File: src/rtl/host_mem_arbiter.sv
// host_mem_arbiter
//   Bridges the asynchronous pad-level host debug bus into the clk domain.
//   The host strobes are synchronised and a four-register window is decoded.
//   One synchronous memory port is shared between the host and the MU0 core,
//   and the host always has priority. The block also drives MU0 run/step control.
//
// Ports
//   clk, reset        system clock; asynchronous active-high reset
//   host_ncs/nwe/nre  asynchronous active-low host strobes
//   host_addr         host register address (only 0..3 are mapped)
//   host_data_in      host write data
//   host_data_out     combinational register read data for host_addr
//   cpu_mem_req/wr    core memory request and its direction
//   cpu_addr/wdata    core address and write data
//   cpu_grant         core access performed this cycle (combinational)
//   mem_en/wr/addr/wdata  memory port; mem_rdata is valid one cycle after a read
//   cpu_run           core free-run enable
//   cpu_step          one-cycle single-step pulse
module host_mem_arbiter #(
   parameter int unsigned ADDR_W      = 12,
   parameter int unsigned DATA_W      = 16,
   parameter int unsigned SYNC_STAGES = 2
) (
   input  logic              clk,
   input  logic              reset,
   input  logic              host_ncs,
   input  logic              host_nwe,
   input  logic              host_nre,
   input  logic [5:0]        host_addr,
   input  logic [DATA_W-1:0] host_data_in,
   output logic [DATA_W-1:0] host_data_out,
   input  logic              cpu_mem_req,
   input  logic              cpu_mem_wr,
   input  logic [ADDR_W-1:0] cpu_addr,
   input  logic [DATA_W-1:0] cpu_wdata,
   output logic              cpu_grant,
   output logic              mem_en,
   output logic              mem_wr,
   output logic [ADDR_W-1:0] mem_addr,
   output logic [DATA_W-1:0] mem_wdata,
   input  logic [DATA_W-1:0] mem_rdata,
   output logic              cpu_run,
   output logic              cpu_step
);

   localparam int unsigned SYNC_MSB = SYNC_STAGES - 1;

   typedef enum logic [1:0] {
      IDLE  = 2'd0,
      H_WR  = 2'd1,
      H_RD  = 2'd2,
      H_CAP = 2'd3
   } state_t;

   state_t              state, state_d;
   logic [ADDR_W-1:0]   ptr;
   logic [DATA_W-1:0]   pref;
   logic [DATA_W-1:0]   wr_data_q;
   logic                pend, pend_wr, ovf;

   // The synchronisers carry the active-low form, so a reset value of 1 means inactive.
   logic [SYNC_STAGES-1:0] wr_sync_n, rd_sync_n;
   logic                   wr_prev_n, rd_prev_n;
   logic                   wr_raw_n, rd_raw_n;
   logic                   wr_evt, rd_end;

   logic       win_hit;
   logic [1:0] reg_sel;
   logic       ptr_load, data_wr, ctrl_wr, data_rd_end, stat_rd_end;
   logic       need_mem, busy;

   logic       ptr_inc_fsm, pref_load, pend_clr;

   assign wr_raw_n = host_ncs | host_nwe;
   assign rd_raw_n = host_ncs | host_nre;

   // Strobe synchronisers and their edge-detect history
   always_ff @(posedge clk or posedge reset) begin
      if (reset) begin
         wr_sync_n <= '1;
         rd_sync_n <= '1;
         wr_prev_n <= 1'b1;
         rd_prev_n <= 1'b1;
      end else begin
         wr_sync_n <= {wr_sync_n[SYNC_STAGES-2:0], wr_raw_n};
         rd_sync_n <= {rd_sync_n[SYNC_STAGES-2:0], rd_raw_n};
         wr_prev_n <= wr_sync_n[SYNC_MSB];
         rd_prev_n <= rd_sync_n[SYNC_MSB];
      end
   end

   // A write becomes active (the synced level goes low); a read ends (the synced level goes high)
   assign wr_evt = wr_prev_n & ~wr_sync_n[SYNC_MSB];
   assign rd_end = ~rd_prev_n & rd_sync_n[SYNC_MSB];

   // Register window decode on the raw address; the host holds it across the event
   assign win_hit     = (host_addr[5:2] == 4'd0);
   assign reg_sel     = host_addr[1:0];
   assign ptr_load    = wr_evt & win_hit & (reg_sel == 2'd0);
   assign data_wr     = wr_evt & win_hit & (reg_sel == 2'd1);
   assign ctrl_wr     = wr_evt & win_hit & (reg_sel == 2'd2);
   assign data_rd_end = rd_end & win_hit & (reg_sel == 2'd1);
   assign stat_rd_end = rd_end & win_hit & (reg_sel == 2'd3);
   assign need_mem    = ptr_load | data_wr | data_rd_end;

   assign busy = (state != IDLE) | pend;

   // Host read mux; reads have no side effects until the strobe ends
   always_comb begin
      host_data_out = '0;
      if (win_hit) begin
         case (reg_sel)
            2'd0:    host_data_out = DATA_W'(ptr);
            2'd1:    host_data_out = pref;
            2'd2:    host_data_out = DATA_W'(cpu_run);
            default: host_data_out = DATA_W'({ovf, cpu_run, busy});
         endcase
      end
   end

   // FSM state register
   always_ff @(posedge clk or posedge reset) begin
      if (reset) state <= IDLE;
      else       state <= state_d;
   end

   // Next state and memory port steering; the core is served only when the host is quiet
   always_comb begin
      state_d     = state;
      mem_en      = 1'b0;
      mem_wr      = 1'b0;
      mem_addr    = ptr;
      mem_wdata   = wr_data_q;
      cpu_grant   = 1'b0;
      ptr_inc_fsm = 1'b0;
      pref_load   = 1'b0;
      pend_clr    = 1'b0;
      case (state)
         IDLE: begin
            if (pend) begin
               state_d  = pend_wr ? H_WR : H_RD;
               pend_clr = 1'b1;
            end else if (cpu_mem_req) begin
               cpu_grant = 1'b1;
               mem_en    = 1'b1;
               mem_wr    = cpu_mem_wr;
               mem_addr  = cpu_addr;
               mem_wdata = cpu_wdata;
            end
         end
         H_WR: begin
            mem_en      = 1'b1;
            mem_wr      = 1'b1;
            ptr_inc_fsm = 1'b1;
            state_d     = H_RD;
         end
         H_RD: begin
            mem_en  = 1'b1;
            state_d = H_CAP;
         end
         H_CAP: begin
            pref_load = 1'b1;
            state_d   = IDLE;
         end
         default: state_d = IDLE;
      endcase
   end

   // One-deep host request queue; a memory event that arrives while the queue is full is dropped and flagged
   always_ff @(posedge clk or posedge reset) begin
      if (reset) begin
         pend      <= 1'b0;
         pend_wr   <= 1'b0;
         ovf       <= 1'b0;
         wr_data_q <= '0;
      end else begin
         if (pend_clr) pend <= 1'b0;
         if (need_mem) begin
            if (pend) begin
               ovf <= 1'b1;
            end else begin
               pend    <= 1'b1;
               pend_wr <= data_wr;
               if (data_wr) wr_data_q <= host_data_in;
            end
         end
         if (stat_rd_end) ovf <= 1'b0;
      end
   end

   // Pointer: a host load wins; otherwise the write-complete and read-end increments add (modulo 2^ADDR_W)
   always_ff @(posedge clk or posedge reset) begin
      if (reset) begin
         ptr <= '0;
      end else if (ptr_load) begin
         ptr <= host_data_in[ADDR_W-1:0];
      end else begin
         ptr <= ptr + ADDR_W'(ptr_inc_fsm) + ADDR_W'(data_rd_end);
      end
   end

   // Prefetch register
   always_ff @(posedge clk or posedge reset) begin
      if (reset)          pref <= '0;
      else if (pref_load) pref <= mem_rdata;
   end

   // Run/step control
   always_ff @(posedge clk or posedge reset) begin
      if (reset) begin
         cpu_run  <= 1'b0;
         cpu_step <= 1'b0;
      end else begin
         cpu_step <= ctrl_wr & host_data_in[1];
         if (ctrl_wr) cpu_run <= host_data_in[0];
      end
   end

endmodule

File: config.mk
export PLATFORM = sky130hd
export DESIGN_NAME = host_mem_arbiter
export DESIGN_NICKNAME = d
export VERILOG_FILES = /design/src/rtl/host_mem_arbiter.sv
export SDC_FILE = /design/constraint.sdc
export NUM_CORES = 1
export LEC_CHECK = 0
export CAP_MARGIN = 10
export CELL_PAD_IN_SITES_DETAIL_PLACEMENT = 0
export CELL_PAD_IN_SITES_GLOBAL_PLACEMENT = 2
export CORE_MARGIN = 1.5
export CORE_UTILIZATION = 27
export CTS_CLUSTER_SIZE = 40
export DETAILED_ROUTE_END_ITERATION = 8
export PLACE_DENSITY_LB_ADDON = 0.1
export SLEW_MARGIN = 5
export SYNTH_ARGS = -nofsm -noshare
export SYNTH_HDL_FRONTEND = slang
export SYNTH_SLANG_ARGS = --single-unit
File: constraint.sdc
create_clock -name clk -period 3.27 [get_ports clk]
set_clock_uncertainty 0.15 [all_clocks]
set_input_delay 0.327 -clock clk [delete_from_list [all_inputs] [get_ports clk]]
set_output_delay 0.327 -clock clk [all_outputs]
set_load 0.01 [all_outputs]
run_1/sizes.png
The bar under the picture is 20 um long.
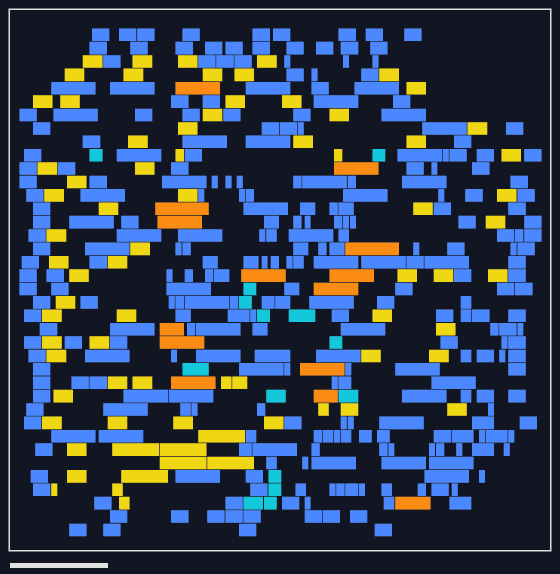
| size | color | cells |
|---|---|---|
| _2 cells | yellow | 74 |
| _6 and larger | orange | 14 |
| _3 and _4 cells | cyan | 14 |
| _0 and _1 cells | blue | 297 |

run_1/placement_by_type.png
The bar under the picture is 20 um long.
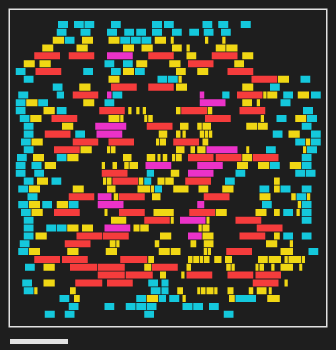
| class | color | cells |
|---|---|---|
| combinational and other logic | yellow | 196 |
| flops | red | 57 |
| clock drivers and dummy loads | magenta | 16 |
| other buffers and delay cells | cyan | 130 |

==> flow_summary.yaml, run 1 <==
# synthesis and place-and-route metrics
status:
  status: "finished, final reports clean"
detailed_routing:
  ant_nets: 0
  vias: 2390
  drt_iter0_drc: 82
  wl_mm: 8.01
  drc: 0
  vias_per_cell: 4.43
  dr.pass1.iters: 4
  post_drt_wl_per_cell_um: 14.9
floorplan:
  core_util_floorplan: 0.280
  ioPinCount: 122
  die-area_sq_um: 12000
  fp.coreArea_sq_um: 11000
  die_x_um: 110
  dieHeight_um: 110
  rows: 38
setup_path:
  cp.arrival_ns: 2.57
  critical_path_class: "reg2out"
  cp-end-kind: "output pin"
  worstPathMaxFanout: 33
  worstPathRequired_ns: 2.79
  start_kind: "register"
final_timing:
  setup_violations: 0
  rsz0062_at_grt: "no"
  tightestPinTransition_ns: 0.803
  fmax_ghz: 0.328
  drv_slew: 0
  worst_slack_ns: 0.220
  min_period_over_period: 0.933
  maxSlewHeadroom: 0.464
  finalHoldViolations: 0
  post-route-min-period_ns: 3.05
place:
  dp_hpwl_mm: 6.02
  place_inst: 523
  dp_slack_ns: -0.0618
  gp_congestion: 0.728
  portBuffers: 121
  dpl_cell_area_sq_um: 4440
clock_network:
  clk_latency_ns: 0.32
  cts.sinks: 57
  post_cts_buffers: 0
  cts_buffers: 9
  clk_pin_slew_ns: 0.05
  clockRootBuffer: "clkbuf_16"
  clock_path_buffers: 2
  cts_resized: 0
  cts_hold_buf: 0
  cts_tree: "built"
  cts.htree.levels: 3
synthesis:
  area_leaders: "dfrtp_1, mux2_2, dfstp_2"
  yosys_warnings: 0
  top_area_frac: 0.415
  synth_seq_share: 0.466
  synth-seq-cells: 57
  ys_cells: 271
  yosys_area_sq_um: 3080
  floorplan.nets: 351
  synth_top_cell_by_area: "dfrtp_1"
  synth_cell_types: 40
  synth.cell_area_sq_um: 3080
  postSynthAreaPerCell_sq_um: 11.4
  synth-edff-count: 0
  ys_async_sr_fraction: 1.00
  flop_cell: "dfrtp_1"
  synth_cells: 271
finish:
  layout-drive-gt1-share: 0.256
  logic_area_sq_um: 1500
  final_util: 0.435
  final.fill_count: 1058
  fin_cells: 539
  areaGrowthSynthToFinish_pct: 55.2
  nets: 474
  antennaDiodeCount: 0
  final_area_sq_um: 4770
  regArea_sq_um: 1430
min_path:
  hold_path.class: "reg2reg"
power_and_ir_drop:
  switching_share: 0.283
  internal_power_mw: 2.28
  clkPwrFrac: 0.320
  p_switching_uw: 899
  seqPwrFrac: 0.328
  power_density_nw_per_um2: 666
  pwr-share-comb: 0.351
  irDropWorstVdd_mv: 0.319
  leakage_nw: 2.05
run:
  max_cap_violations: 0
  tool_warnings: 30
global_routing:
  globalRoute.totalOverflow: 0
  grt_pass1_wl_mm: 12.6
  antenna_found_initial: 0
  grt_max_degree: 39
  grt.total_usage: 0.141
  grt_pass1_vias: 2463
run_1/clk_routes.png
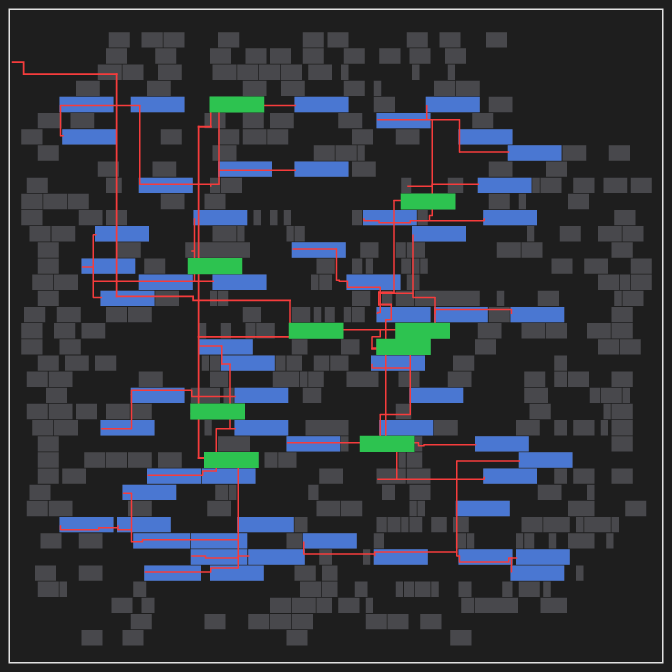
[clock wires] red | length: 845 um
[flip-flops] blue | count: 57
[clock drivers] green | count: 9
routed clock nets: 10

## run 1: placed cells by master (no fill, tap or decap), drive strengths merged, types with 6 or more instances in the layout
cell,synthesis,final
o21ai,6,6
mux2,61,61
nor2,31,31
buf,7,9
dfrtp,51,51
mux2i,13,13
clkdlybuf4s50,0,121
xnor2,7,7
clkbuf,11,11
ha,6,6
inv,11,11
dfstp,6,6
nand2,10,10
a21oi,12,12
## run 1: metal layers
layer  routed length (um)  track usage  vias up
li1                     -            -     1180
met1                 3990        0.204     1111
met2                 3340        0.199       90
met3                  580       0.0320        9
met4                   95       0.0584        0
met5                    0            0        -
## run 1: cell type report
| class | count | area share |
|---|---|---|
| clock inverter | 5 | 0.0162 |
| tap | 140 | 0.0367 |
| sequential | 57 | 0.300 |
| timing repair buffer | 130 | 0.270 |
| inverter | 11 | 0.00865 |
| clock buffer | 11 | 0.0529 |
| multi-input combinational | 185 | 0.315 |
## run 1: flip-flops by register name, summed over array words and instances (netlist names)
name and flops:
rd_sync_n 2, ptr 12, ovf 1, wr_data_q 16
wr_sync_n 2, pend_wr 1, state 2, pref 16
cpu_step 1, cpu_run 1, rd_prev_n 1, pend 1
wr_prev_n 1
## run 1: synth_stat cells, types with 5 or more instances
library cell  instances
mux2_2               59
dfrtp_1              51
nor2_1               29
mux2i_1              13
a21oi_1              11
clkbuf_1             11
inv_1                11
nand2_1              10
xnor2_1               7
dfstp_2               6
ha_1                  6
o21ai_0               6
and3_1                5
## run 1: critical path, stage by stage (launching register included)
cell	delay, ns
dfrtp_1	0.43
inv_1	0.11
ha_1	0.27
nor2b_1	0.19
and2_1	0.18
buf_12	0.21
mux2_2	0.36
clkdlybuf4s50_1	0.48
## run 1: per-stage QoR
step                      hold WS (ns)  TNS (ns)  total power [mW]
after floorplan                  0.195         0              1.68
after global placement           0.197   -0.0389              2.19
after detailed placement         0.197   -0.0712              2.20
after CTS                        0.204         0              3.24
after global routing             0.206         0              3.39
final                            0.204         0              3.18
## run 1: path summary, 6_finish.rpt
check | end | depth (start not counted) | slack [ns] | start
setup reg to reg | ptr[6] | 9 | 0.64 | rd_sync_n[1]
hold reg to reg | rd_sync_n[1] | 0 | 0.20 | rd_sync_n[0]
max in group asynchronous | ptr[4] | 3 | 1.95 | reset
hold / removal | rd_sync_n[1] | 0 | 0.20 | rd_sync_n[0]
setup / recovery | mem_wdata[12] | 7 | 0.22 | state[0]
min in group asynchronous | wr_data_q[15] | 2 | 0.33 | reset
## run 1: power groups by stage
stage	combinational (mW)	clock (mW)	sequential (mW)
floorplan	0.683	0	0.996
global placement	1.13	0	1.06
detailed placement	1.13	0	1.06
CTS	1.14	1.04	1.05
global route	1.24	1.08	1.08
finish	1.12	1.02	1.04
## run 1: kinds of logic after synthesis
logic type                 Yosys count  share of synthesized area
DFF                                 57                      0.466
buffers and inverters               29                     0.0455
and+or+nand+nor                     70                      0.117
AOI/OAI and AO/OA                   24                     0.0439
muxes                               74                      0.268
adders and majority gates            7                     0.0309
xor gates and xnor gates            10                     0.0285
==> run 2: changes to the inputs <==
SLEW_MARGIN = 10   (was 5)
run_2/io_placement.png
Pins as bars across the die edge, other pins in gray.
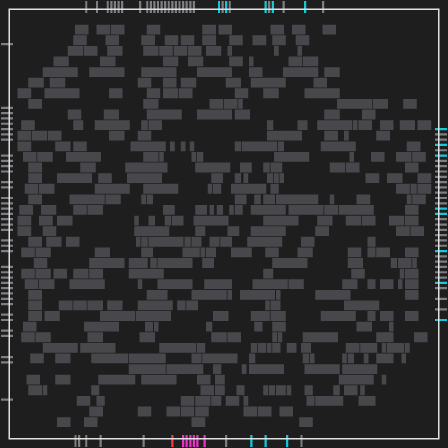
| port | color | pins | direction | edge |
|---|---|---|---|---|
| cpu_step | red | 1 | output | south |
| host_addr | magenta | 6 | input | south |
| host_data_out | cyan | 16 | output | 8 east, 5 north, 3 south |
all pins by edge: 39 west, 34 east, 32 north, 17 south

==> flow_summary.yaml, run 2 <==
# synthesis and place-and-route metrics
synthesis:
  synth_top_cell_by_area: "dfrtp_1"
  synth-edff-count: 0
  synth-seq-cells: 57
  yosys_area_sq_um: 3080
  muxShareOfSynthArea: 0.268
  synth_cells: 271
  area_leaders: "dfrtp_1, mux2_2, dfstp_2"
  synth_seq_share: 0.466
  synth-adder-area-share: 0.0309
  synth.cell_area_sq_um: 3080
  ys_cells: 271
  ys_sh_simple: 0.117
  xor_area_frac: 0.0285
  flop_cell: "dfrtp_1"
  top_area_frac: 0.415
  floorplan.nets: 351
  postSynthAreaPerCell_sq_um: 11.4
  top_logic_kind: "multiplexers"
  most_common_cell: "mux2_2"
  ys_sh_aoi: 0.0439
  synth_cell_types: 40
  common_cells: "mux2_2, dfrtp_1, nor2_1, mux2i_1"
  ys_async_sr_fraction: 1.00
  yosys_warnings: 0
place:
  gp_congestion: 0.728
  dpl_cell_area_sq_um: 4440
  dp_slack_ns: -0.0618
  dp_hpwl_mm: 6.02
  portBuffers: 121
  place_inst: 523
setup_path:
  cp_slowest_cell: "clkdlybuf4s50_1"
  worstPathRequired_ns: 2.79
  cp-end-kind: "output pin"
  start_kind: "register"
  max_stage_delay_ns: 0.48
  cp_cell_sequence: "inv_1 -> ha_1 -> nor2b_1 -> and2_1 -> buf_12 -> mux2_2 -> clkdlybuf4s50_1"
  worstPathMaxFanout: 33
  r2r_cells: 9
  cp.arrival_ns: 2.57
  critical_path_class: "reg2out"
power_and_ir_drop:
  clkPwrFrac: 0.320
  pwr-share-comb: 0.351
  switching_share: 0.283
  power_density_nw_per_um2: 666
  leakage_nw: 2.05
  internal_power_mw: 2.28
  irDropWorstVdd_mv: 0.319
  seqPwrFrac: 0.328
  p_switching_uw: 899
  finalPower_mw: 3.18
finish:
  largest_registers: "pref: 16 flops, wr_data_q: 16 flops, ptr: 12 flops"
  final_common_cell: "clkdlybuf4s50_1"
  final_cell_mix: "clkdlybuf4s50_1, mux2_2, dfrtp_1"
  final_area_sq_um: 4770
  fin_cells: 539
  final.fill_count: 1058
  antennaDiodeCount: 0
  layout-drive-gt1-share: 0.256
  areaGrowthSynthToFinish_pct: 55.2
  final_util: 0.435
  nets: 474
clock_network:
  cts.sinks: 57
  cts.htree.levels: 3
  post_cts_buffers: 0
  cts_tree: "built"
  clk_latency_ns: 0.32
  clock_path_buffers: 2
  cts_resized: 0
  clk_pin_slew_ns: 0.05
  cts_hold_buf: 0
  clockRootBuffer: "clkbuf_16"
  cts_buffers: 9
detailed_routing:
  vias: 2390
  dr.max_layer_used: "met4"
  dr.pass1.iters: 4
  dr_wl_met2_mm: 3.34
  drc: 0
  met3_length_um: 580
  post_drt_wl_per_cell_um: 14.9
  wl_mm: 8.01
  wl_met1_mm: 3.99
  vias_per_cell: 4.43
  ant_nets: 0
  drt_iter0_drc: 82
global_routing:
  grt_pass1_vias: 2463
  grt_pass1_wl_mm: 12.6
  globalRoute.totalOverflow: 0
  antenna_found_initial: 0
  grt.total_usage: 0.141
  grt_max_degree: 39
final_timing:
  fmax_ghz: 0.328
  worst_slack_ns: 0.220
  setup_violations: 0
  maxSlewHeadroom: 0.464
  drv_slew: 0
  finalHoldViolations: 0
  min_period_over_period: 0.933
  post-route-min-period_ns: 3.05
  rsz0062_at_grt: "no"
  tightestPinTransition_ns: 0.803
min_path:
  hold_path.class: "reg2reg"
  hold_depth: 0
run:
  max_cap_violations: 0
  tool_warnings: 30
floorplan:
  core_util_floorplan: 0.280
  die_x_um: 110
  fp.coreArea_sq_um: 11000
  dieHeight_um: 110
  ioPinCount: 122
  die-area_sq_um: 12000
  rows: 38
status:
  status: "finished, final reports clean"
run_2/sizes.png
The bar under the picture is 20 um long.
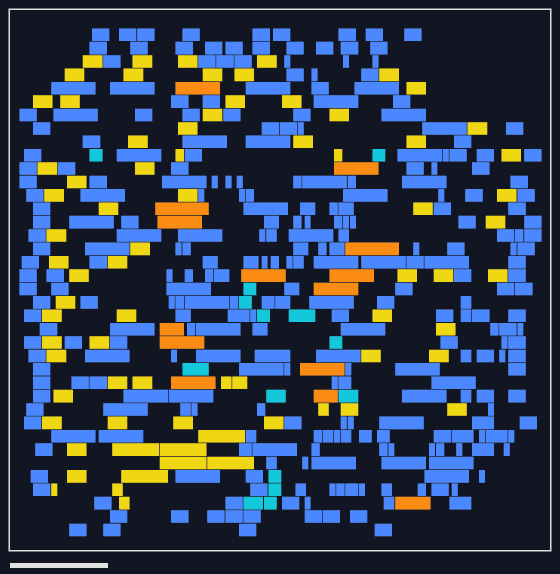
| size | color | cells |
|---|---|---|
| _6 and larger | orange | 14 |
| _2 cells | yellow | 74 |
| _0 and _1 cells | blue | 297 |
| _3 and _4 cells | cyan | 14 |

run 2: cell counts after synthesis:
No cell type changed its count.
run 2: layer usage:
metal | up-vias | global-route usage
met2 | 90 | 0.199
met3 | 9 | 0.0320
met4 | 0 | 0.0584
met5 | - | 0
li1 | 1180 | -
met1 | 1111 | 0.204
run 2: critical path, delay by kind of cell, from the launching register on:
family                   cells  cell delay (ns)
adder cells (fa/ha/maj)      1             0.27
buffers and inverters        3             0.80
flip-flops                   1             0.43
multiplexers                 1             0.36
AND/OR/NAND/NOR              2             0.37
run 2: layout make-up:
class / instances / area (sq um) / share of cell area
clock inverters: 5 / 77.6 / 0.0162
flip-flops and latches: 57 / 1430 / 0.300
well taps: 140 / 175 / 0.0367
repair buffers: 130 / 1290 / 0.270
inverters: 11 / 41.3 / 0.00865
multi-input cells: 185 / 1500 / 0.315
clock buffers: 11 / 253 / 0.0529
run 2: cell families after synthesis:
logic type / count (synthesis)
adders and majority gates: 7
buffers and inverters: 29
and+or+nand+nor: 70
AOI/OAI and AO/OA: 24
xor gates and xnor gates: 10
muxes: 74
DFF: 57
run 2: power by group through the flow:
stage / clock (mW) / combinational (mW) / sequential, mW
CTS: 1.04 / 1.14 / 1.05
detailed placement: 0 / 1.13 / 1.06
global placement: 0 / 1.13 / 1.06
global route: 1.08 / 1.24 / 1.08
floorplan: 0 / 0.683 / 0.996
finish: 1.02 / 1.12 / 1.04
run 2: metrics by stage:
| stage | hold slack [ns] | TNS [ns] |
|---|---|---|
| global placement | 0.197 | -0.0389 |
| finish | 0.204 | 0 |
| floorplan | 0.195 | 0 |
| CTS | 0.204 | 0 |
| global route | 0.206 | 0 |
| detailed placement | 0.197 | -0.0712 |
run 2: final timing paths:
path	slack, ns	startpoint	endpoint
max	0.22	state[0]	mem_wdata[12]
min	0.20	rd_sync_n[0]	rd_sync_n[1]
max reg2reg	0.64	rd_sync_n[1]	ptr[6]
min reg2reg	0.20	rd_sync_n[0]	rd_sync_n[1]
max in group asynchronous	1.95	reset	ptr[4]
min in group asynchronous	0.33	reset	wr_data_q[15]
==> run 3: changes to the inputs <==
TNS_END_PERCENT = 20   (was default)
run_3/clk_routes.png
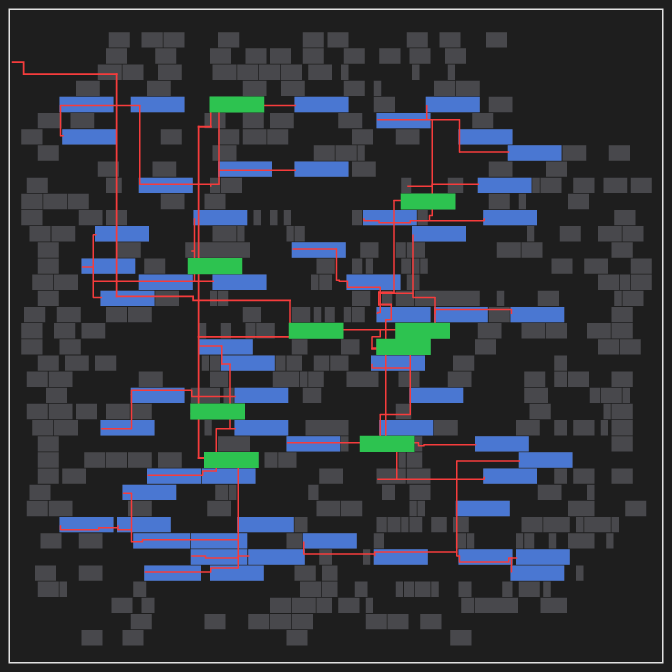
[clock drivers] green | count: 9
[clock wires] red | length: 845 um
[flip-flops] blue | count: 57
routed clock nets: 10

==> flow_summary.yaml, run 3 <==
# synthesis and place-and-route metrics
finish:
  final_cell_mix: "clkdlybuf4s50_1, mux2_2, dfrtp_1"
  fin_cells: 539
  final_common_cell: "clkdlybuf4s50_1"
  antennaDiodeCount: 0
  final.fill_count: 1058
  largest_registers: "pref: 16 flops, wr_data_q: 16 flops, ptr: 12 flops"
  nets: 474
  layout-drive-gt1-share: 0.256
  areaGrowthSynthToFinish_pct: 55.2
global_routing:
  grt_pass1_wl_mm: 12.6
  antenna_found_initial: 0
  grt.total_usage: 0.141
  grt_max_degree: 39
  globalRoute.totalOverflow: 0
  grt_pass1_vias: 2463
floorplan:
  fp.coreArea_sq_um: 11000
  rows: 38
  die-area_sq_um: 12000
  ioPinCount: 122
  core_util_floorplan: 0.280
  die_x_um: 110
  dieHeight_um: 110
clock_network:
  clock_path_buffers: 2
  cts_hold_buf: 0
  cts_tree: "built"
  cts.sinks: 57
  clk_pin_slew_ns: 0.05
  cts_resized: 0
  cts_buffers: 9
  clk_latency_ns: 0.32
  clockRootBuffer: "clkbuf_16"
  post_cts_buffers: 0
  cts.htree.levels: 3
detailed_routing:
  vias: 2390
  vias_per_cell: 4.43
  drt_iter0_drc: 82
  wl_mm: 8.01
  drc: 0
  wl_met1_mm: 3.99
  dr.max_layer_used: "met4"
  met3_length_um: 580
  post_drt_wl_per_cell_um: 14.9
  dr.pass1.iters: 4
  ant_nets: 0
  dr_wl_met2_mm: 3.34
synthesis:
  most_common_cell: "mux2_2"
  yosys_area_sq_um: 3080
  top_area_frac: 0.415
  synth-edff-count: 0
  ys_async_sr_fraction: 1.00
  ys_cells: 271
  synth.cell_area_sq_um: 3080
  synth_seq_share: 0.466
  synth_top_cell_by_area: "dfrtp_1"
  area_leaders: "dfrtp_1, mux2_2, dfstp_2"
  floorplan.nets: 351
  common_cells: "mux2_2, dfrtp_1, nor2_1, mux2i_1"
  synth_cells: 271
  synth_cell_types: 40
  postSynthAreaPerCell_sq_um: 11.4
  synth-seq-cells: 57
  yosys_warnings: 0
  flop_cell: "dfrtp_1"
place:
  portBuffers: 121
  dp_hpwl_mm: 6.02
  place_inst: 523
  gp_congestion: 0.728
  dp_slack_ns: -0.0618
final_timing:
  drv_slew: 0
  min_period_over_period: 0.933
  finalHoldViolations: 0
  worst_slack_ns: 0.220
  whs_ns: 0.204
  fmax_ghz: 0.328
  tightestPinTransition_ns: 0.803
  post-route-min-period_ns: 3.05
  fin_setup_tns_ns: 0
  setup_violations: 0
  maxSlewHeadroom: 0.464
  rsz0062_at_grt: "no"
setup_path:
  critical_path_class: "reg2out"
  cp.arrival_ns: 2.57
  cp-end-kind: "output pin"
  start_kind: "register"
  worstPathRequired_ns: 2.79
  worstPathMaxFanout: 33
power_and_ir_drop:
  power_density_nw_per_um2: 666
  leakage_nw: 2.05
  irDropWorstVdd_mv: 0.319
  finalPower_mw: 3.18
run:
  max_cap_violations: 0
  tool_warnings: 30
status:
  status: "finished, final reports clean"
min_path:
  hold_path.class: "reg2reg"
run_3/placement_by_type.png
The bar under the picture is 20 um long.
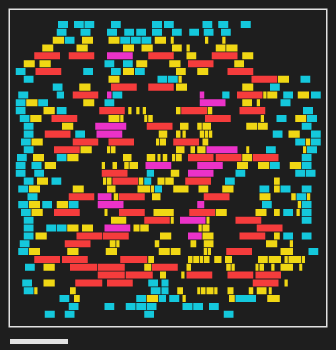
| class | color | cells |
|---|---|---|
| other buffers and delay cells | cyan | 130 |
| clock drivers and dummy loads | magenta | 16 |
| combinational and other logic | yellow | 196 |
| flops | red | 57 |

-- run 3: per-stage QoR --
stage               cell area [sq um]  utilization
finish                           4770        0.435
global route                     4770        0.435
CTS                              4770        0.435
detailed placement               4440        0.405
global placement                 4440        0.405
floorplan                        3080            -
-- run 3: path summary, 6_finish.rpt --
kind                              start             to  slack (ns)  cells after the start
max                            state[0]  mem_wdata[12]        0.22                      7
min reg2reg                rd_sync_n[0]   rd_sync_n[1]        0.20                      0
max reg2reg                rd_sync_n[1]         ptr[6]        0.64                      9
min                        rd_sync_n[0]   rd_sync_n[1]        0.20                      0
min in group asynchronous         reset  wr_data_q[15]        0.33                      2
max in group asynchronous         reset         ptr[4]        1.95                      3
-- run 3: logic make-up after synthesis --
| kind of cell | after synthesis | synth area share |
|---|---|---|
| mux | 74 | 0.268 |
| simple gates | 70 | 0.117 |
| flops | 57 | 0.466 |
| buf+inv | 29 | 0.0455 |
| compound gates | 24 | 0.0439 |
| xor+xnor | 10 | 0.0285 |
| fa+ha+maj | 7 | 0.0309 |
-- run 3: critical path: stages (launching register included) --
cell and delay [ns]:
dfrtp_1 0.43, inv_1 0.11, ha_1 0.27, nor2b_1 0.19
and2_1 0.18, buf_12 0.21, mux2_2 0.36, clkdlybuf4s50_1 0.48
-- run 3: layout make-up --
type	count	area [sq um]	area share
multi-input cells	185	1500	0.315
clock inverters	5	77.6	0.0162
well taps	140	175	0.0367
repair buffers	130	1290	0.270
inverters	11	41.3	0.00865
flip-flops and latches	57	1430	0.300
clock buffers	11	253	0.0529
-- run 3: layer usage --
layer | track usage | up-vias
met3 | 0.0320 | 9
met4 | 0.0584 | 0
met5 | 0 | -
li1 | - | 1180
met1 | 0.204 | 1111
met2 | 0.199 | 90
-- run 3: report_power, final --
group	total, mW	switching [mW]	internal [mW]	leakage (nW)
sequential	1.04	0.152	0.892	0.709
combinational	1.12	0.433	0.685	1.18
clock	1.02	0.314	0.704	0.162
Power and IR drop assume default switching activity.
